--- config.mk ---
export PLATFORM = sky130hd
export DESIGN_NAME = inv_subbytes_seq
export DESIGN_NICKNAME = d
export VERILOG_FILES = /design/src/rtl/aes_pkg.sv /design/src/rtl/inv_sbox.sv /design/src/rtl/inv_subbytes_seq.sv
export SDC_FILE = /design/constraint.sdc
export NUM_CORES = 1
export LEC_CHECK = 0
export ABC_AREA = 1
export CAP_MARGIN = 5
export CORE_AREA = 3 3 209 313
export CTS_CLUSTER_DIAMETER = 150
export DETAILED_ROUTE_END_ITERATION = 8
export DIE_AREA = 0 0 212 316
export GPL_TIMING_DRIVEN = 0
export PLACE_DENSITY_LB_ADDON = 0.2
export SLEW_MARGIN = 0
export SYNTH_ARGS = -nofsm -noshare
export SYNTH_HDL_FRONTEND = slang
export SYNTH_SLANG_ARGS = --single-unit
--- constraint.sdc ---
create_clock -name clk -period 3.1 [get_ports clk]
set_clock_uncertainty 0.15 [all_clocks]
set_input_delay 0.775 -clock clk [delete_from_list [all_inputs] [get_ports clk]]
set_output_delay 0.775 -clock clk [all_outputs]
set_load 0.005 [all_outputs]
--- src/rtl/aes_pkg.sv ---
// Shared AES constants, byte-lane index helper and the FIPS-197 inverse S-box table.
// Byte k of a 128-bit state is the k-th byte from the MSB end.
package aes_pkg;

    localparam int AES_STATE_W = 128;
    localparam int AES_NBYTES  = 16;
    localparam int AES_IDX_W   = $clog2(AES_STATE_W);

    typedef enum logic {
        SB_IDLE = 1'b0,
        SB_RUN  = 1'b1
    } sb_state_e;

    localparam logic [7:0] INV_SBOX [256] = '{
        8'h52, 8'h09, 8'h6a, 8'hd5, 8'h30, 8'h36, 8'ha5, 8'h38, 8'hbf, 8'h40, 8'ha3, 8'h9e, 8'h81, 8'hf3, 8'hd7, 8'hfb,
        8'h7c, 8'he3, 8'h39, 8'h82, 8'h9b, 8'h2f, 8'hff, 8'h87, 8'h34, 8'h8e, 8'h43, 8'h44, 8'hc4, 8'hde, 8'he9, 8'hcb,
        8'h54, 8'h7b, 8'h94, 8'h32, 8'ha6, 8'hc2, 8'h23, 8'h3d, 8'hee, 8'h4c, 8'h95, 8'h0b, 8'h42, 8'hfa, 8'hc3, 8'h4e,
        8'h08, 8'h2e, 8'ha1, 8'h66, 8'h28, 8'hd9, 8'h24, 8'hb2, 8'h76, 8'h5b, 8'ha2, 8'h49, 8'h6d, 8'h8b, 8'hd1, 8'h25,
        8'h72, 8'hf8, 8'hf6, 8'h64, 8'h86, 8'h68, 8'h98, 8'h16, 8'hd4, 8'ha4, 8'h5c, 8'hcc, 8'h5d, 8'h65, 8'hb6, 8'h92,
        8'h6c, 8'h70, 8'h48, 8'h50, 8'hfd, 8'hed, 8'hb9, 8'hda, 8'h5e, 8'h15, 8'h46, 8'h57, 8'ha7, 8'h8d, 8'h9d, 8'h84,
        8'h90, 8'hd8, 8'hab, 8'h00, 8'h8c, 8'hbc, 8'hd3, 8'h0a, 8'hf7, 8'he4, 8'h58, 8'h05, 8'hb8, 8'hb3, 8'h45, 8'h06,
        8'hd0, 8'h2c, 8'h1e, 8'h8f, 8'hca, 8'h3f, 8'h0f, 8'h02, 8'hc1, 8'haf, 8'hbd, 8'h03, 8'h01, 8'h13, 8'h8a, 8'h6b,
        8'h3a, 8'h91, 8'h11, 8'h41, 8'h4f, 8'h67, 8'hdc, 8'hea, 8'h97, 8'hf2, 8'hcf, 8'hce, 8'hf0, 8'hb4, 8'he6, 8'h73,
        8'h96, 8'hac, 8'h74, 8'h22, 8'he7, 8'had, 8'h35, 8'h85, 8'he2, 8'hf9, 8'h37, 8'he8, 8'h1c, 8'h75, 8'hdf, 8'h6e,
        8'h47, 8'hf1, 8'h1a, 8'h71, 8'h1d, 8'h29, 8'hc5, 8'h89, 8'h6f, 8'hb7, 8'h62, 8'h0e, 8'haa, 8'h18, 8'hbe, 8'h1b,
        8'hfc, 8'h56, 8'h3e, 8'h4b, 8'hc6, 8'hd2, 8'h79, 8'h20, 8'h9a, 8'hdb, 8'hc0, 8'hfe, 8'h78, 8'hcd, 8'h5a, 8'hf4,
        8'h1f, 8'hdd, 8'ha8, 8'h33, 8'h88, 8'h07, 8'hc7, 8'h31, 8'hb1, 8'h12, 8'h10, 8'h59, 8'h27, 8'h80, 8'hec, 8'h5f,
        8'h60, 8'h51, 8'h7f, 8'ha9, 8'h19, 8'hb5, 8'h4a, 8'h0d, 8'h2d, 8'he5, 8'h7a, 8'h9f, 8'h93, 8'hc9, 8'h9c, 8'hef,
        8'ha0, 8'he0, 8'h3b, 8'h4d, 8'hae, 8'h2a, 8'hf5, 8'hb0, 8'hc8, 8'heb, 8'hbb, 8'h3c, 8'h83, 8'h53, 8'h99, 8'h61,
        8'h17, 8'h2b, 8'h04, 8'h7e, 8'hba, 8'h77, 8'hd6, 8'h26, 8'he1, 8'h69, 8'h14, 8'h63, 8'h55, 8'h21, 8'h0c, 8'h7d
    };

    // MSB bit position of byte k, for use with a "-: 8" part-select.
    function automatic logic [AES_IDX_W-1:0] byte_msb(input int k);
        return AES_IDX_W'(AES_STATE_W - 1 - 8 * k);
    endfunction

    function automatic logic [7:0] inv_sbox_lut(input logic [7:0] b);
        return INV_SBOX[b];
    endfunction

endpackage

--- src/rtl/inv_sbox.sv ---
// Single-byte combinational inverse S-box lookup.
module inv_sbox
    import aes_pkg::*;
(
    input  logic [7:0] byte_i,
    output logic [7:0] byte_o
);

    assign byte_o = inv_sbox_lut(byte_i);

endmodule

--- src/rtl/inv_subbytes_seq.sv ---
// Iterative AES InvSubBytes: BYTES_PER_CYCLE shared inverse S-boxes rewrite the state
// register in place, MSB byte first, with a start/done handshake for the round controller.
module inv_subbytes_seq
    import aes_pkg::*;
#(
    parameter int BYTES_PER_CYCLE = 4
) (
    input  logic                   clk,
    input  logic                   rst_n,
    input  logic                   start,
    input  logic [AES_STATE_W-1:0] state_in,
    output logic [AES_STATE_W-1:0] state_out,
    output logic                   busy,
    output logic                   done_sb
);

    localparam int N_STEPS = AES_NBYTES / BYTES_PER_CYCLE;
    localparam int CNT_W   = (N_STEPS > 1) ? $clog2(N_STEPS) : 1;
    localparam logic [CNT_W-1:0] CNT_LAST = CNT_W'(N_STEPS - 1);

    sb_state_e              fsm_q, fsm_d;
    logic [CNT_W-1:0]       cnt_q, cnt_d;
    logic [AES_STATE_W-1:0] st_q, st_d;
    logic                   done_q, done_d;
    logic                   last_step;
    logic [7:0]             lane_in  [BYTES_PER_CYCLE];
    logic [7:0]             lane_out [BYTES_PER_CYCLE];

    assign last_step = (cnt_q == CNT_LAST);

    always_ff @(posedge clk) begin
        if (!rst_n) begin
            fsm_q  <= SB_IDLE;
            cnt_q  <= '0;
            st_q   <= '0;
            done_q <= 1'b0;
        end else begin
            fsm_q  <= fsm_d;
            cnt_q  <= cnt_d;
            st_q   <= st_d;
            done_q <= done_d;
        end
    end

    always_comb begin
        fsm_d = fsm_q;
        case (fsm_q)
            SB_IDLE: if (start)     fsm_d = SB_RUN;
            SB_RUN:  if (last_step) fsm_d = SB_IDLE;
            default:                fsm_d = SB_IDLE;
        endcase
    end

    // Lane l of step s reads byte s*BYTES_PER_CYCLE + l.
    always_comb begin
        for (int l = 0; l < BYTES_PER_CYCLE; l++) lane_in[l] = '0;
        for (int s = 0; s < N_STEPS; s++) begin
            if (cnt_q == CNT_W'(s)) begin
                for (int l = 0; l < BYTES_PER_CYCLE; l++)
                    lane_in[l] = st_q[byte_msb(s * BYTES_PER_CYCLE + l) -: 8];
            end
        end
    end

    for (genvar g = 0; g < BYTES_PER_CYCLE; g++) begin : g_lane
        inv_sbox u_sbox (
            .byte_i (lane_in[g]),
            .byte_o (lane_out[g])
        );
    end

    always_comb begin
        st_d   = st_q;
        cnt_d  = cnt_q;
        done_d = 1'b0;
        case (fsm_q)
            SB_IDLE: begin
                if (start) begin
                    st_d  = state_in;
                    cnt_d = '0;
                end
            end
            SB_RUN: begin
                for (int s = 0; s < N_STEPS; s++) begin
                    if (cnt_q == CNT_W'(s)) begin
                        for (int l = 0; l < BYTES_PER_CYCLE; l++)
                            st_d[byte_msb(s * BYTES_PER_CYCLE + l) -: 8] = lane_out[l];
                    end
                end
                cnt_d  = last_step ? '0 : cnt_q + CNT_W'(1);
                done_d = last_step;
            end
            default: ;
        endcase
    end

    assign state_out = st_q;
    assign busy      = (fsm_q == SB_RUN);
    assign done_sb   = done_q;

endmodule

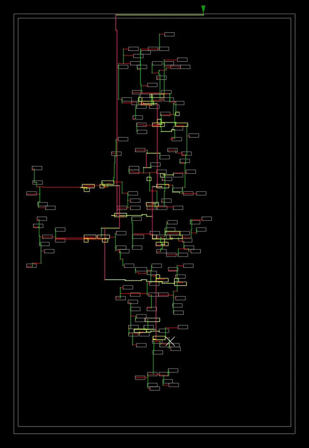
clock_nets.png
total number of sequential cells: 132
cts bufs inserted: 17
clock insertion delay at the later pin of the skew report: 460 ps

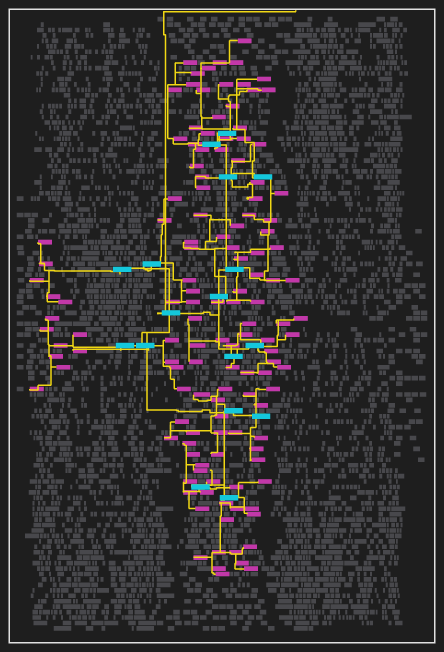
clock_wires.png
Drawn at 2 px/µm.
Key: magenta = flip-flops [count 132]; cyan = clock-net drivers [count 17]; yellow = clock wires [length 2,370 µm]
There are 18 routed clock nets.
clock-net power: 2.18 mW
Clk pwr share: 10.8%

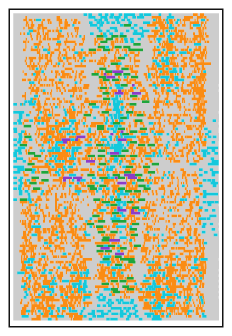
class_map.png
Drawn at 1 px/µm. Fill, decap, tap and diode cells in grey.
Key: cyan = remaining buffers and delay cells [cells 812, share of their area 24%]; purple = clock drivers and dummy loads [cells 32, share of their area 2.0%]; green = registers [cells 132, share of their area 8.7%]; orange = remaining logic cells [cells 3,015, share of their area 65%]

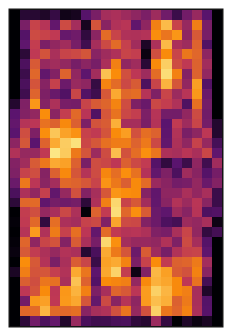
util_map.png
Drawn at 1 px/µm. The die is cut into 21 by 32 equal tiles; black is low, pale yellow is high, 0 to 100% covered.
6.1% of the tiles are nearly empty. The mean over all tiles is 45%. The fullest tile reaches 95%.

==> reports/notes.md <==
The run finished, with violations left. The final reports fail on DRC, setup timing. Among all flip-flop cells after synthesis, the most frequent one is sky130_fd_sc_hd__dfxtp_1. Non-clock buffers in the final layout number 812. TritonCTS built the clock tree. The post-synth count of flops with an enable pin is 0.

Once synthesis finished, the tally of register bits stood at 132. The stage-log warning count is 95. Dividing the detail-routed via count by the number of cells gives 6.71. The filler cell count is 6,464, and the post-detailed-route wirelength per cell is 35.3 µm. The via count of the first global-routing pass came out at 31,187.

The run gives -320 ps for the slack of the worst reg-to-reg path. The horizontal die dimension reported for this design is 212 µm. The critical path is of the reg -> reg type. The number of library cell types mapped by synthesis is 39, and the number of DRC markers in iteration 0 is 5,047. In this run the layout overhead on the synthesized area is reported as 67.1%. The combined buffer and inverter count along the critical path is 7.

The global-route wire length before repair was 233,000 µm. The worst setup path is captured at a flop. Data on the critical path arrives at its endpoint at 3660 ps. Measured along the y axis, the die boundary spans 316 µm. The data required time reported for the critical path is 3340 ps. Leaving out fill and tap cells, the most frequent cells in the layout are 780 x sky130_fd_sc_hd__nand3_1, 647 x sky130_fd_sc_hd__nand2_1, 279 x sky130_fd_sc_hd__o21ai_0, 260 x sky130_fd_sc_hd__buf_4, 259 x sky130_fd_sc_hd__clkdlybuf4s50_1. Sequential element share of the synthesized area: 14.0%. Setup repair after global routing could not meet its margin everywhere.

The multi-input combinational cell count is 2,867. By area the synthesized netlist is led by sky130_fd_sc_hd__nand3_1 29%, sky130_fd_sc_hd__nand2_1 17%, sky130_fd_sc_hd__dfxtp_1 14%. Area of the synthesized netlist per yosys stat: 18,800 µm². The multi-input combinational cells in the finished layout cover a total of 19,100 µm².

Per the final report, max-transition violations number 0. After synthesis the cells add up to 18,800 µm². Once layout is complete, the cells apart from fillers number 4,801.

The tools report the total of clock buffers placed in the layout as 18. In the final report, the number of endpoints failing setup comes to 129. After clock tree synthesis, the setup repair step added 235 buffers.

After technology mapping, the gate count stands at 3,409. Hold repair after CTS inserted 0 buffers. The yosys cell count was 3,409; the proportion of register bits with asynchronous set or reset after synthesis was 0%. STA reports the tightest min-delay check as being of type reg -> reg.

The finished cells cover 31,400 µm². The run gives 29.8% as the initial cell density of the core. Looking at the clock tree report, the root buffer type is sky130_fd_sc_hd__clkbuf_16. The chip occupies 67,000 µm². The worst hold path terminates at state_out[69]. The HPWL after detailed placement is 118,000 µm.

The design received a total of 805 well taps at floorplan. The biggest area contributor in the post-synthesis netlist is sky130_fd_sc_hd__nand3_1. The total track usage is 48.4%.

The count of inverters not on the clock network in the layout was 148. Total of buffers placed on input and output ports: 259. The run gives 4 for the number of remaining DRC errors.

Per the final timing report, the hold violations number 0. Looking at the reg2reg group, the worst path ends at state_out[49]. Counting the warning lines in the Yosys log gives 0.

In this run the standard cell core region covers 63,200 µm². The worst setup path is launched from a flop. Fmax: 293 MHz. The run gives 2 for the maximum buffer depth of the clock tree. In the final layout, the share of cells above drive strength 1 is 36.9%.

The number of cells on the worst hold path is listed as 2. The run gives 5 as the number of antenna repair diodes. Per the detailed-route log, wirelength across all metal layers totals 169,000 µm.

The detail route stage leaves a number of antenna-violating nets equal to 0. The tools report the worst ir drop on vdd as 0.332 mV. Per the layout area report, the combinational fraction of cell area is 60.7%. With the relative max-transition margin at 17.7%, the post-route minimum period is 3420 ps.

The run gives 1.13 for the routability congestion estimate. The clock network contribution to total cell area is 1.89%. By area, multi-input combinational cells come first.

The number of cells on the worst reg-to-reg path was 19. In the final design database the tool counted 4,189 nets. The average instance in the mapped netlist occupies 5.52 µm².

Per the detail_route report, the via count comes to 32,227. In the final layout, flip-flops and latches take up 8.43% of the cell area. Ranked by instance count, the synthesized netlist is headed by 1,103 x sky130_fd_sc_hd__nand3_1, 875 x sky130_fd_sc_hd__nand2_1, 295 x sky130_fd_sc_hd__o21ai_0. The count of cells resized by post-cts repair is 1,115. The origin of the worst min-delay path was state_out[69].

For this run, the slowest stage of the critical path takes 460 ps. The most common cell in the synthesized netlist is sky130_fd_sc_hd__nand3_1. Kind of cell adding the most delay to the critical path: buffers and inverters.

The top cell type by area accounts for 29.3% of the synthesized area. The first TritonRoute pass finished after 9 iterations. The largest net degree at the start of global routing is 17, and the number of ports placed on the die boundary is 261.

Per the CTS log, the maximum H-tree level is 4. Counting every net in the synthesized netlist gives 3,620. The flow reported a cell area power density of 641 nW/µm². Area share of buffers outside the clock network: 23.7%. The total number of clock tree sinks was 132; the cell area after placement was 22,400 µm². The number of placed instances, taps included, is 4,473. Recorded from the global router log, the overflow total was 0.

The pin closest to its max-slew limit shows a slew of 1230 ps. The worst-path cell with the longest stage delay was sky130_fd_sc_hd__buf_2. The final critical path takes up 110% of the cycle. The layout report lists the combined flip-flop and latch area as 2650 µm². The most common logic cell in the final layout is sky130_fd_sc_hd__nand3_1. Cell leakage power: 13.8 nW. After floorplanning, the core was divided into 113 placement rows.

CTS clock-pin slew for the worst setup and hold paths: 70 ps. Per STA, the worst path is made up of inv_2 > ha_4 > buf_4 > buf_6 > nor2_4 > buf_4 > buf_6 > nand2_1 > nand2_1 > nand2_1 > nand2_1 > buf_2 > buf_4 > nand3_2 > nand3_1 > nand3_1 > nand3_2 > nand3_4 > a21oi_2. The worst-path maximum fanout came out at 10. In this run the maximum-capacitance check reported violations numbering 0. Beginning of the worst register-to-register path: cnt_q[1].

In this design, the critical path's most frequently occurring cell is sky130_fd_sc_hd__nand2_1. Worst setup slack after layout: -318 ps. The initial antenna violation count was 8.
-- routing by layer --
| layer | GRT usage, % | up-vias | share of wire, % |
|---|---|---|---|
| met5 | 0.0734 | - | 0 |
| met4 | 48.3 | 0 | 13 |
| met3 | 17.5 | 1300 | 13 |
| met2 | 73.6 | 3136 | 42 |
| li1 | - | 12924 | - |
| met1 | 50.7 | 14867 | 32 |
-- stage by stage --
stage,hold WS [ps],util (%),setup TNS (ps),total power [mW],setup WS (ps)
6_report,422,49.7,-27040,20.1,-318
5_1_grt,458,49.7,-34400,20.5,-368
4_1_cts,420,47.2,-11250,18.2,-196
3_5_place_dp,356,35.5,-173300,12.7,-1620
3_3_place_gp,352,35.5,-180880,13.0,-1680
2_1_floorplan,321,-,0,8.20,5.76
-- sequential cells by signal (all words and copies together) (netlist names) --
register and count:
done_sb 1, busy 1, state_out 128, cnt_q 2
-- report_power, final --
part           total [mW]  switching (mW)  internal, mW
Combinational        15.8            10.4          5.34
Sequential           2.20           0.318          1.88
Clock                2.18           0.967          1.21
Total                20.1            11.7          8.43
-- cell families after synthesis --
family                     Yosys count  synth area share (%)
AOI/OAI and AO/OA                  584                  17.0
adders and majority gates           80                  5.32
buffers and inverters              415                  10.4
DFF                                132                  14.0
and+or+nand+nor                   2198                  53.2
-- how the worst max path moves through the flow --
stage	startpoint	endpoint	slack (ps)	cells after the start
2_1_floorplan	cnt_q[0]	state_out[123]	6	21
4_1_cts	cnt_q[1]	state_out[116]	-200	22
6_report	cnt_q[1]	state_out[49]	-320	19
3_3_place_gp	cnt_q[1]	state_out[13]	-1680	19
3_5_place_dp	cnt_q[1]	state_out[45]	-1620	19
5_1_grt	cnt_q[1]	state_out[113]	-370	19
Power figures rest on the tool's default switching activity, not on a simulated workload.
